$ cat src/rtl/osc_pulse.sv
// Pulse/square oscillator with signed amplitude output; period, high-phase length
// and amplitude are shadowed and only take effect at period boundaries.
module osc_pulse #(
  parameter int unsigned SIG_W    = 16,
  parameter int unsigned PERIOD_W = 20,
  parameter int unsigned DUTY_W   = 8
) (
  input  logic                clk,
  input  logic                rst_n,
  input  logic                en,
  input  logic [1:0]          mode,
  input  logic [PERIOD_W-1:0] period,
  input  logic [DUTY_W-1:0]   duty,
  input  logic [SIG_W-2:0]    amp,
  output logic [SIG_W-1:0]    sig,
  output logic                phase_start,
  output logic                active
);

  localparam int unsigned PROD_W = PERIOD_W + DUTY_W;

  typedef enum logic {IDLE, RUN} state_t;

  state_t              state_q, state_d;
  logic [PERIOD_W-1:0] cnt_q, cnt_d;
  logic [PERIOD_W-1:0] period_q, period_d;
  logic [PERIOD_W-1:0] high_q, high_d;
  logic [SIG_W-2:0]    amp_q, amp_d;
  logic [SIG_W-1:0]    sig_d;
  logic                ps_d;

  logic                valid_c;
  logic                load_c;
  logic [PROD_W-1:0]   prod_c;
  logic [PERIOD_W-1:0] high_c;
  logic [PERIOD_W-1:0] cnt_inc_c;

  function automatic logic [SIG_W-1:0] pos_lvl(input logic [SIG_W-2:0] a);
    return {1'b0, a};
  endfunction

  function automatic logic [SIG_W-1:0] neg_lvl(input logic [SIG_W-2:0] a);
    return SIG_W'(0) - {1'b0, a};
  endfunction

  // High-phase length from the live inputs; product kept full width, then truncated
  assign valid_c   = en && ((mode == 2'b01) || (mode == 2'b10)) && (period >= PERIOD_W'(2));
  assign prod_c    = PROD_W'(period) * PROD_W'(duty);
  assign high_c    = (mode == 2'b10) ? prod_c[PROD_W-1:DUTY_W] : (period >> 1);
  assign cnt_inc_c = cnt_q + PERIOD_W'(1);

  // Next-state and next-output logic
  always_comb begin
    state_d  = state_q;
    cnt_d    = cnt_q;
    period_d = period_q;
    high_d   = high_q;
    amp_d    = amp_q;
    sig_d    = sig;
    ps_d     = 1'b0;
    load_c   = 1'b0;

    if (state_q == IDLE) begin
      if (valid_c) load_c = 1'b1;
      else         sig_d  = '0;
    end else begin
      if (!en) begin
        state_d = IDLE;
        cnt_d   = '0;
        sig_d   = '0;
      end else if (cnt_q == (period_q - PERIOD_W'(1))) begin
        if (valid_c) begin
          load_c = 1'b1;
        end else begin
          state_d = IDLE;
          cnt_d   = '0;
          sig_d   = '0;
        end
      end else begin
        cnt_d = cnt_inc_c;
        sig_d = (cnt_inc_c < high_q) ? pos_lvl(amp_q) : neg_lvl(amp_q);
      end
    end

    // Period boundary: capture the shadows and start a fresh period
    if (load_c) begin
      state_d  = RUN;
      cnt_d    = '0;
      period_d = period;
      high_d   = high_c;
      amp_d    = amp;
      sig_d    = (high_c != '0) ? pos_lvl(amp) : neg_lvl(amp);
      ps_d     = 1'b1;
    end
  end

  always_ff @(posedge clk or negedge rst_n) begin
    if (!rst_n) begin
      state_q     <= IDLE;
      cnt_q       <= '0;
      period_q    <= '0;
      high_q      <= '0;
      amp_q       <= '0;
      sig         <= '0;
      phase_start <= 1'b0;
    end else begin
      state_q     <= state_d;
      cnt_q       <= cnt_d;
      period_q    <= period_d;
      high_q      <= high_d;
      amp_q       <= amp_d;
      sig         <= sig_d;
      phase_start <= ps_d;
    end
  end

  assign active = (state_q == RUN);

endmodule

$ cat config.mk
export PLATFORM = sky130hd
export DESIGN_NAME = osc_pulse
export DESIGN_NICKNAME = d
export VERILOG_FILES = /design/src/rtl/osc_pulse.sv
export SDC_FILE = /design/constraint.sdc
export NUM_CORES = 1
export LEC_CHECK = 0
export ABC_CLOCK_PERIOD_IN_PS = 12400
export CAP_MARGIN = 10
export CORE_MARGIN = 2
export CORE_UTILIZATION = 50
export DETAILED_ROUTE_END_ITERATION = 12
export PLACE_DENSITY = 0.74
export SLEW_MARGIN = 40
export SYNTH_ARGS = -nofsm -noshare
export SYNTH_HDL_FRONTEND = slang
export SYNTH_SLANG_ARGS = --single-unit
export TNS_END_PERCENT = 30
$ cat constraint.sdc
create_clock -name clk -period 12.4 [get_ports clk]
set_input_delay 1.24 -clock clk [delete_from_list [all_inputs] [get_ports clk]]
set_output_delay 1.24 -clock clk [all_outputs]
set_load 0.02 [all_outputs]
==> images/clock_wires.png <==
The bar under the picture is 50 um long.
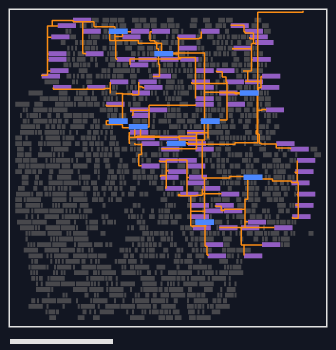
- flip-flops: purple (count 93)
- clock wires: orange (length 1,310 um)
- clock-net drivers: blue (count 9)
- routed clock nets: 10
power drawn by the clock network: 0.288 mW
clk latency late pin: 0.36 ns
worst-case clock skew: 0.00973 ns
clock network fraction of total power: 13.6%

==> images/m2.png <==
Cells faint in the background.
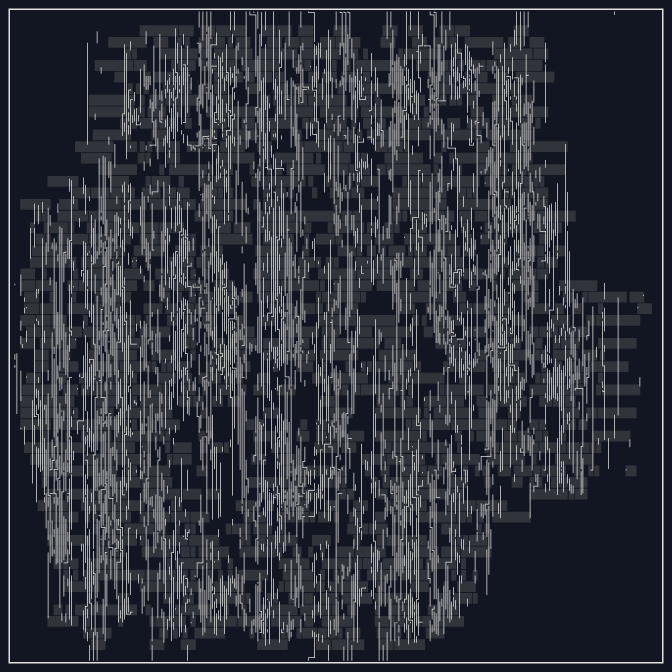
- wire length on this layer: 13,300 um
- share of all routed wire: 46%

==> summary.txt <==
Implementation results

In this run the remaining antenna-violating nets after routing total 0. The worst hold margin is 0.490 ns. Setup repair after global routing left no endpoint under its margin. On the worst path, the slowest cell contributes a delay of ~0.98 ns. Subtracting the final worst setup slack from the clock period gives between 8 and 9 ns. On the reported timing paths, the clock transition at the registers reads around 0.07 ns. Sorting the synthesized cells by how often they occur yields 221 x nand2_1, 142 x inv_1, 107 x fa_1, 93 x dfrtp_1, 71 x and2_1. The startpoint type of the worst setup path is an input pin. The largest cell class by area is multi-input combinational cells. The origin of the worst setup path is duty[7]. The synthesized cell area is 11,100 um^2.

The yosys stat cell total is around 1.3k. The non-clock buffer contribution to total cell area is 5.77%. The layout contains a multi-input combinational cell count of 1,016.

Dividing the detail-routed wire length by the instance count gives 17.9 um. The die area is around 23,000 um^2. The largest share of the power goes to combinational logic. The beginning of the worst register-to-register path is period_q[0]. In this run the number of H-tree levels came out at 3. The wire length on met3 is 1870 um.

The library cell occupying the most area in the post-synthesis netlist is dfrtp_1. The minimum setup slack in the final design is 3.71 ns. The detailed router reported a total wirelength of between 20,000 and 30,000 um.

The growth of design area from synthesis to finish is 9.65%. The number of rows created at floorplan is approximately 54. Leaving out buffers and inverters, the combinational logic in the layout accounts for ~8000 um^2.

The share of final layout cell area taken by clock buffers and inverters is between 2 and 2.5%. The highest net fanout along the worst path is 20. Endpoints failing hold in the final report were tallied at 0. After routing the design area is ~12,000 um^2. According to the Yosys statistics, the synthesized design has a chip area of ~11,000 um^2. The flow ran to the end, and the final reports show no timing, DRC or antenna violations. After synthesis, the largest family of logic cells by area is adder cells.

In the synthesized netlist, the number of instances is about 1.3k. The worst register-to-register path depth is 14. The maximum operating frequency is between 100 and 150 MHz. The count of buffers added by post-CTS timing repair for setup is 0. The sequential share of power is between 20% and 30%. The normalized max-slew margin is ~43%.

Max-cap violations in this run came to 0. Global routing consumed, on the met3 layer, just under 4% of the routing resources. The number of clock sinks came to ~93. Wire segments on met2 add up to roughly 13,000 um in the final route.
Power figures rest on the tool's default switching activity, not on a simulated workload.
